`config.mk`:
```
export PLATFORM = sky130hd
export DESIGN_NAME = charge_timer
export DESIGN_NICKNAME = d
export VERILOG_FILES = /design/src/rtl/charge_timer.sv
export SDC_FILE = /design/constraint.sdc
export NUM_CORES = 1
export LEC_CHECK = 0
export CORE_MARGIN = 4
export CORE_UTILIZATION = 25
export DETAILED_ROUTE_END_ITERATION = 8
export DONT_BUFFER_PORTS = 1
export PLACE_DENSITY = 0.4
export SLEW_MARGIN = 20
export SYNTH_ARGS = -nofsm -noshare
export SYNTH_HDL_FRONTEND = slang
export SYNTH_SLANG_ARGS = --single-unit
```
`constraint.sdc`:
```
create_clock -name clk -period 7.5 [get_ports clk]
set_input_delay 1.875 -clock clk [delete_from_list [all_inputs] [get_ports clk]]
set_output_delay 1.875 -clock clk [all_outputs]
set_load 0.03 [all_outputs]
```
`src/rtl/charge_timer.sv`:
```
// Countdown engine behind the charger controller: idle countdown or paid charging countdown, with end pulse.
// Optional macro CHARGE_PAUSE_EN adds a `pause` input that freezes the charging countdown.
module charge_timer #(
    parameter int CLK_HZ        = 1000,
    parameter int IDLE_SECS     = 10,
    parameter int SECS_PER_UNIT = 2
) (
    input  logic        clk,
    input  logic        init_reset_n,
    input  logic        timer_reset,
    input  logic        timing,
    input  logic        state_timing,
    input  logic [3:0]  amount_tens,
    input  logic [3:0]  amount_ones,
`ifdef CHARGE_PAUSE_EN
    input  logic        pause,
`endif
    output logic        end_timing,
    output logic [15:0] remain,
    output logic        busy,
    output logic        sec_tick
);

    localparam int PW = (CLK_HZ > 1) ? $clog2(CLK_HZ) : 1;
    localparam logic [PW-1:0] PRE_LAST = PW'(CLK_HZ - 1);

    typedef enum logic [1:0] {
        IDLE,
        WAIT,
        CHARGE
    } state_t;

    state_t        state, state_d;
    logic [PW-1:0] prescaler, prescaler_d;
    logic [15:0]   remain_d;
    logic          end_d;
    logic          timing_q, state_timing_q;
    logic          charge_rise, wait_rise;
    logic          frozen;
    logic          do_count;
    logic [15:0]   pay_secs;

    assign charge_rise = timing & ~timing_q;
    assign wait_rise   = state_timing & ~state_timing_q;
    assign busy        = (state != IDLE);

    // 16-bit arithmetic is wide enough: 99 units (or 165 with out-of-range digits) times SECS_PER_UNIT.
    assign pay_secs = (16'(amount_tens) * 16'd10 + 16'(amount_ones)) * 16'(SECS_PER_UNIT);

`ifdef CHARGE_PAUSE_EN
    assign frozen = pause && (state == CHARGE);
`else
    assign frozen = 1'b0;
`endif

    always_ff @(posedge clk or negedge init_reset_n) begin
        if (!init_reset_n) begin
            state          <= IDLE;
            remain         <= 16'd0;
            prescaler      <= '0;
            end_timing     <= 1'b0;
            timing_q       <= 1'b0;
            state_timing_q <= 1'b0;
        end else if (timer_reset) begin
            state          <= IDLE;
            remain         <= 16'd0;
            prescaler      <= '0;
            end_timing     <= 1'b0;
            timing_q       <= 1'b0;
            state_timing_q <= 1'b0;
        end else begin
            state          <= state_d;
            remain         <= remain_d;
            prescaler      <= prescaler_d;
            end_timing     <= end_d;
            timing_q       <= timing;
            state_timing_q <= state_timing;
        end
    end

    // Start/abort decisions first, then the shared per-second countdown step for WAIT and CHARGE.
    always_comb begin
        state_d     = state;
        remain_d    = remain;
        prescaler_d = prescaler;
        end_d       = 1'b0;
        sec_tick    = 1'b0;
        do_count    = 1'b0;

        if (!timer_reset) begin
            case (state)
                IDLE: begin
                    if (charge_rise) begin
                        state_d     = CHARGE;
                        remain_d    = pay_secs;
                        prescaler_d = '0;
                    end else if (wait_rise) begin
                        state_d     = WAIT;
                        remain_d    = 16'(IDLE_SECS);
                        prescaler_d = '0;
                    end
                end
                WAIT: begin
                    if (charge_rise) begin
                        state_d     = CHARGE;
                        remain_d    = pay_secs;
                        prescaler_d = '0;
                    end else if (!state_timing) begin
                        state_d     = IDLE;
                        remain_d    = 16'd0;
                        prescaler_d = '0;
                    end else begin
                        do_count = 1'b1;
                    end
                end
                CHARGE: begin
                    if (!timing) begin
                        state_d     = IDLE;
                        remain_d    = 16'd0;
                        prescaler_d = '0;
                    end else if (!frozen) begin
                        do_count = 1'b1;
                    end
                end
                default: begin
                    state_d     = IDLE;
                    remain_d    = 16'd0;
                    prescaler_d = '0;
                end
            endcase

            if (do_count) begin
                if (remain == 16'd0) begin
                    end_d       = 1'b1;
                    state_d     = IDLE;
                    prescaler_d = '0;
                end else if (prescaler == PRE_LAST) begin
                    sec_tick    = 1'b1;
                    prescaler_d = '0;
                    remain_d    = remain - 16'd1;
                    if (remain == 16'd1) begin
                        end_d   = 1'b1;
                        state_d = IDLE;
                    end
                end else begin
                    prescaler_d = prescaler + PW'(1);
                end
            end
        end
    end

endmodule

```
==> qor.tcl, run 1 <==
set qor(ys_seq_share) 0.337
set qor(clk_pin_slew_ns) 0.07
set qor(initial_core_util) 0.260
set qor(tightestPinTransition_ns) 0.786
set qor(crit_type) {in2out}
set qor(placement_rows) 34
set qor(vias_per_cell) 5.23
set qor(dominant-cell-class) {logic gates}
set qor(finalNonFillerCells) 371
set qor(overflow) 0
set qor(final.fill_count) 940
set qor(pwr-share-clk) 0.359
set qor(seq_area_frac) 0.308
set qor(root_buffer) {sky130_fd_sc_hd__clkbuf_8}
set qor(grt_pass1_vias) 1952
set qor(fin_worst_hold_slack_ns) 0.479
set qor(skew_ns) 0.00651
set qor(clock_path_buffers) 2
set qor(final_nets) 291
set qor(cells_along_the_critical_path) {nand2b_1 > a31o_2 > o2111ai_4 > or2_1 > inv_2}
set qor(drv_slew) 0
set qor(cts_sink_cnt) 31
set qor(timing.critical_path.required_ns) 5.62
set qor(synth.area.mux_share) 0.0223
set qor(layout.nonclk_buf_frac) 0
set qor(ff_latch_area_um2) 776
set qor(worst_ep_arrival_time_ns) 3.22
set qor(clock.latency.late_pin_ns) 0.28
set qor(result_of_the_run) {finished, final reports clean}
set qor(pre_cts_slack_ns) 2.39
set qor(critical-path-slowest-cell) {sky130_fd_sc_hd__or2_1}
set qor(placement.cell_area_mm2) 0.00240
set qor(regToRegEndpoint) {remain[10]$_DFF_PN0_}
set qor(antenna-diode-count) 0
set qor(ys_cells) 262
set qor(die_height_um) 104
set qor(post_placement_cell_count) 363
set qor(detail-route-antenna-nets) 0
set qor(first_pass_grt_wire_length_um) 10200
set qor(power_density_mw_per_mm2) 192
set qor(slowest_delay_ns) 0.41
set qor(critical-path-top-delay-family) {simple AND/OR/NAND/NOR gates}
set qor(synth.most_common_cell) {sky130_fd_sc_hd__dfrtp_1}
set qor(final_critical_period_ns) 5.09
set qor(worst_ir_drop_vdd_uv) 56.4
set qor(min-delay-start) {prescaler[8]$_DFFE_PN0P_}
set qor(timing.final.hold_violations) 0
set qor(netSwitchingFraction) 0.325
set qor(postSynthRegisterBits) 31
set qor(route.met2.wl_um) 2640
[run 1: layout by cell type, fill, tap and decap left out, types with 9 or more instances in the layout]
cell type | Yosys | layout
sky130_fd_sc_hd__dfrtp_1 | 31 | 31
sky130_fd_sc_hd__nor2_1 | 19 | 19
sky130_fd_sc_hd__nand2_1 | 18 | 18
sky130_fd_sc_hd__inv_1 | 17 | 17
sky130_fd_sc_hd__a21oi_1 | 16 | 16
sky130_fd_sc_hd__o21ai_0 | 14 | 14
sky130_fd_sc_hd__ha_1 | 14 | 14
sky130_fd_sc_hd__nor3_1 | 11 | 11
sky130_fd_sc_hd__nand3_1 | 9 | 9
[run 1: registers in the layout, summed over array words and instances, names as in the netlist]
register        count
end_timing          1
remain             16
prescaler          10
state               2
state_timing_q      1
timing_q            1
### Track usage over the die, run 1

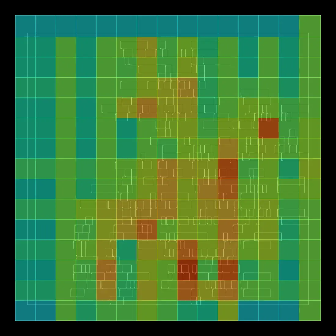
met2 demand-to-capacity share in global routing: 0.179
layer with the highest usage after global routing: met2
global-route track usage on met3: 0.0348
wire per inst: 16.4 um
Finished Core Util: 0.285

### Routed metal, one color a layer, run 1

(4 px per um) Two of the layers only.
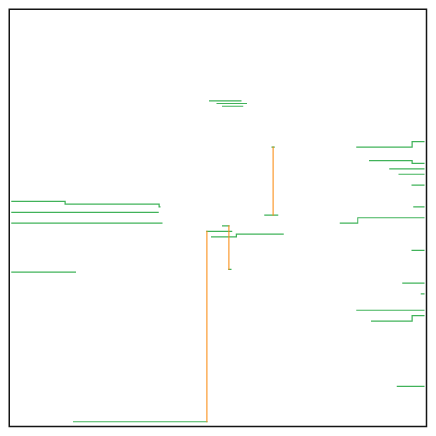
Orange shows M4, wire length 75.5 um. Green shows M3, wire length 334 um.
Detailed Route WL: 6090 um
GRT Util Overall: 0.115

### Signal wires on met3, run 1

(4 px per um) Cells faint in the background.
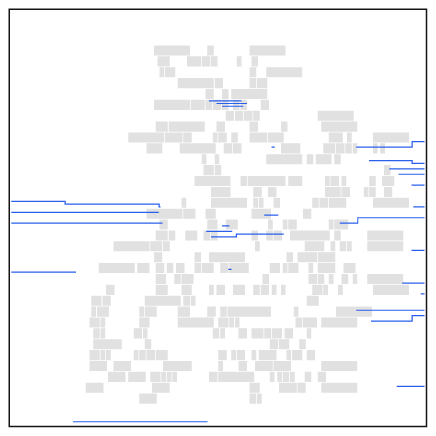
23 nets have wire on it. The longest straight run is 37.5 um. The layer carries 334 um of wire.
vias after detailed routing: 1940

==> inputs of run 2 (changes only) <==
==> constraint.sdc (replaced) <==
create_clock -name clk -period 4.73 [get_ports clk]
set_input_delay 1.1825 -clock clk [delete_from_list [all_inputs] [get_ports clk]]
set_output_delay 1.1825 -clock clk [all_outputs]
set_load 0.03 [all_outputs]
### Routed metal, one color a layer, run 2

(4 px per um) Two of the layers only.
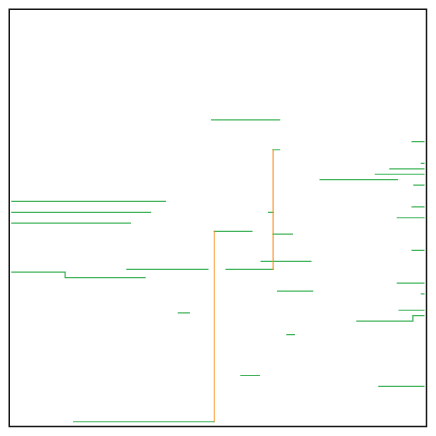
Green shows M3, wire length 371 um. Orange shows M4, wire length 77.5 um.
Detailed Route WL: 6140 um
vias after detailed routing: 1930

==> run 2 against run 1 <==
Compared with the run above: global-route usage grew 0.23 points; critical path depth grew 2; first-iteration DRC count shrank 8.7%; worst setup slack lost 1.8 ns; die size is the same; total power grew 41%; sequential power grew 58%; area after synthesis is the same; critical path type is now reg2out; largest power group unchanged; highest routed layer unchanged.
==> qor.tcl, run 2 <==
set qor(die_height_um) 104
set qor(placement_rows) 34
set qor(overflow) 0
set qor(pwr-share-clk) 0.281
set qor(lay_top_count) {sky130_fd_sc_hd__dfrtp_1}
set qor(root_buffer) {sky130_fd_sc_hd__clkbuf_8}
set qor(grt_busiest_layer) {met2}
set qor(grt_pass1_vias) 1906
set qor(clock_path_buffers) 2
set qor(drv_slew) 0
set qor(pre_cts_slack_ns) 0.968
set qor(postSynthRegisterBits) 31
set qor(netSwitchingFraction) 0.345
set qor(final_nets) 291
set qor(placement.cell_area_mm2) 0.00240
set qor(post-route-util) 0.279
set qor(initial_core_util) 0.260
set qor(detail-route-antenna-nets) 0
set qor(cts_sink_cnt) 31
set qor(timing.critical_path.required_ns) 3.55
set qor(drt-wirelength-per-cell_um) 16.6
set qor(antenna-diode-count) 0
set qor(met2_demand_to_capacity_share_in_global_routing) 0.177
set qor(worst_ir_drop_vdd_uv) 78.6
set qor(largest-register) {remain}
set qor(post_placement_cell_count) 363
set qor(min-delay-start) {prescaler[8]$_DFFE_PN0P_}
set qor(worst_ep_arrival_time_ns) 2.90
set qor(final_critical_period_ns) 4.08
set qor(fin_worst_hold_slack_ns) 0.485
set qor(reg_top3) {remain (16), prescaler (10), state (2)}
set qor(vias_per_cell) 5.23
set qor(regToRegEndpoint) {remain[10]$_DFF_PN0_}
set qor(ys_seq_share) 0.337
set qor(tightestPinTransition_ns) 0.782
set qor(result_of_the_run) {finished, final reports clean}
set qor(clock.latency.late_pin_ns) 0.28
set qor(clk_pin_slew_ns) 0.06
set qor(power_density_mw_per_mm2) 275
set qor(skew_ns) 0.00681
set qor(finalNonFillerCells) 369
set qor(layout.cells.most_common_list) {sky130_fd_sc_hd__dfrtp_1 (31), sky130_fd_sc_hd__nor2_1 (19), sky130_fd_sc_hd__nand2_1 (18)}
set qor(largest_register_ffs) 16
### Metal 1, run 2

(6 px per um) Supply wires on this layer in gray. Cells faint in the background.
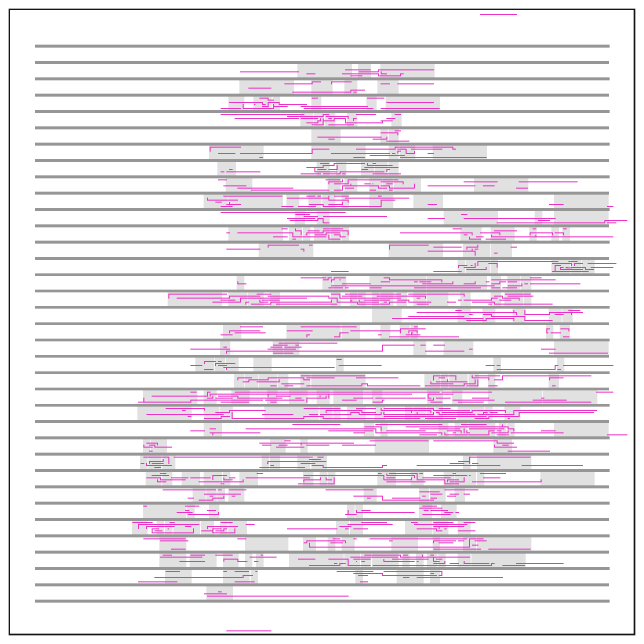
270 nets have wire on it. The layer holds 49% of the routed length. The wires run mostly horizontal. The layer carries 3040 um of wire.
met1 usage in global routing: 0.161

-- run 2: final cells by class --
type                            instances  area (um^2)
Inverter                               18         67.6
Sequential cell                        31          776
Clock buffer                            6         72.6
Multi-Input combinational cell        206         1420
Tap cell                              108          135
Fill cell                             978         6380
-- run 2: critical path: stages (launching register included) --
cell,delay (ns)
sky130_fd_sc_hd__dfrtp_1,0.54
sky130_fd_sc_hd__inv_1,0.17
sky130_fd_sc_hd__ha_1,0.24
sky130_fd_sc_hd__nor3b_1,0.39
sky130_fd_sc_hd__nand3_1,0.30
sky130_fd_sc_hd__o2111ai_4,0.37
sky130_fd_sc_hd__or2_1,0.40
sky130_fd_sc_hd__inv_2,0.20
-- run 2: routing by layer --
metal,up-vias,share of wire
met5,-,0
met4,0,0.013
met3,6,0.060
met1,917,0.49
met2,44,0.43
li1,963,-
==> inputs of run 3 (changes only) <==
--- a/config.mk
+++ b/config.mk
@@ -9,6 +9,7 @@
 export CORE_UTILIZATION = 25
 export DETAILED_ROUTE_END_ITERATION = 8
 export DONT_BUFFER_PORTS = 1
+export GPL_TIMING_DRIVEN = 0
 export PLACE_DENSITY = 0.4
 export SLEW_MARGIN = 20
 export SYNTH_ARGS = -nofsm -noshare
### Routed metal, one color a layer, run 3

(4 px per um) Two of the layers only.
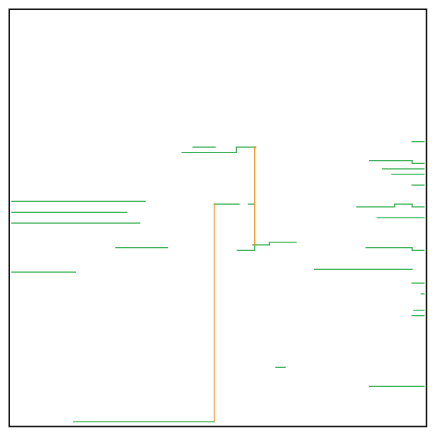
Green shows M3, wire length 341 um. Orange shows M4, wire length 78.9 um.
GRT Util Overall: 0.118
vias after detailed routing: 1970
wire per inst: 16.5 um
Detailed Route WL: 6260 um

==> run 3 against run 2 <==
Compared with the run above: via count is 2.1% higher; design area grew 3.3%; sequential share of layout area fell by 1.0 points; register-to-register slack better by 0.10 ns; combinational power rose by 3%; first-iteration DRC count grew 38%; hold slack worse by 0.0033 ns; sequential power about the same; highest routed layer unchanged.
==> qor.tcl, run 3 <==
set qor(crit_type) {reg2out}
set qor(tap_cells) 108
set qor(final_nets) 298
set qor(vias_per_cell) 5.21
set qor(met2_demand_to_capacity_share_in_global_routing) 0.182
set qor(die_height_um) 104
set qor(post-route-util) 0.289
set qor(worst_ir_drop_vdd_uv) 106
set qor(gr-usage-met1) 0.158
set qor(seq_area_frac) 0.304
set qor(ys_cells) 262
set qor(result_of_the_run) {finished, final reports clean}
set qor(placement.cell_area_mm2) 0.00244
set qor(dominant-cell-class) {logic gates}
set qor(synth.most_common_cell) {sky130_fd_sc_hd__dfrtp_1}
set qor(final_critical_period_ns) 4.03
set qor(lay_top_count) {sky130_fd_sc_hd__dfrtp_1}
set qor(placement_rows) 34
set qor(buffers) 7
set qor(area.share.combinational) 0.556
set qor(postSynthRegisterBits) 31
set qor(invs_w_o_clock) 18
set qor(ys_seq_share) 0.337
set qor(layout.nonclk_buf_frac) 0.0147
set qor(slowest_delay_ns) 0.54
set qor(skew_ns) 0.0112
set qor(clock_path_buffers) 2
set qor(met3WireLength_um) 341
set qor(antenna-diode-count) 0
set qor(cts_sink_cnt) 31
set qor(clk_pin_slew_ns) 0.07
set qor(tightestPinTransition_ns) 0.836
set qor(critical-path-slowest-cell) {sky130_fd_sc_hd__dfrtp_1}
set qor(n_clock_buffer) 6
set qor(drv_slew) 0
set qor(finalNonFillerCells) 378
set qor(topRoutingLayerUsed) {met4}
set qor(ff_count) 31
set qor(timing.final.hold_violations) 0
set qor(initial_core_util) 0.260
set qor(largest-register) {remain}
set qor(reg_top3) {remain (16), prescaler (10), state (2)}
set qor(post_placement_cell_count) 370
### Sequential cells grouped by signal name, run 3

(4 px per um) Other sequential cells in the stronger gray, the rest of the logic in the fainter gray.
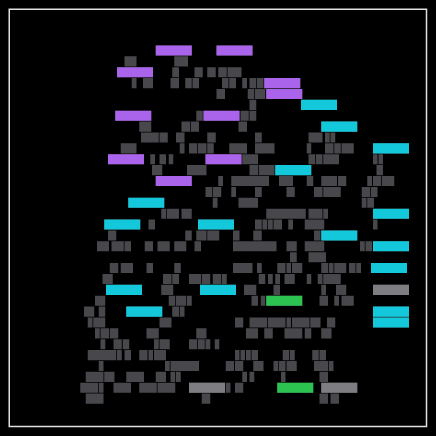
Green shows state, placed flops 2. Cyan shows remain, placed flops 16. Purple shows prescaler, placed flops 10, where top middle.
Another 3 sequential cells are not colored.
FF/Latch Area: 776 um^2
reported sequential group power: 301 uW

run 3: cell counts after synthesis:
No cell type changed its count.
run 3: path summary, 6_finish.rpt:
| kind | start | depth (start not counted) | slack, ns | end |
|---|---|---|---|---|
| min in group asynchronous | init_reset_n | 0 | 0.58 | state[0]$_DFF_PN0_ |
| hold reg to reg | prescaler[8]$_DFFE_PN0P_ | 1 | 0.48 | prescaler[8]$_DFFE_PN0P_ |
| setup / recovery | remain[1]$_DFF_PN0_ | 8 | 0.70 | sec_tick |
| hold / removal | prescaler[8]$_DFFE_PN0P_ | 1 | 0.48 | prescaler[8]$_DFFE_PN0P_ |
| setup reg to reg | remain[1]$_DFF_PN0_ | 10 | 1.79 | remain[10]$_DFF_PN0_ |
| max in group asynchronous | init_reset_n | 0 | 4.07 | prescaler[7]$_DFFE_PN0P_ |
Power figures rest on the tool's default switching activity, not on a simulated workload.
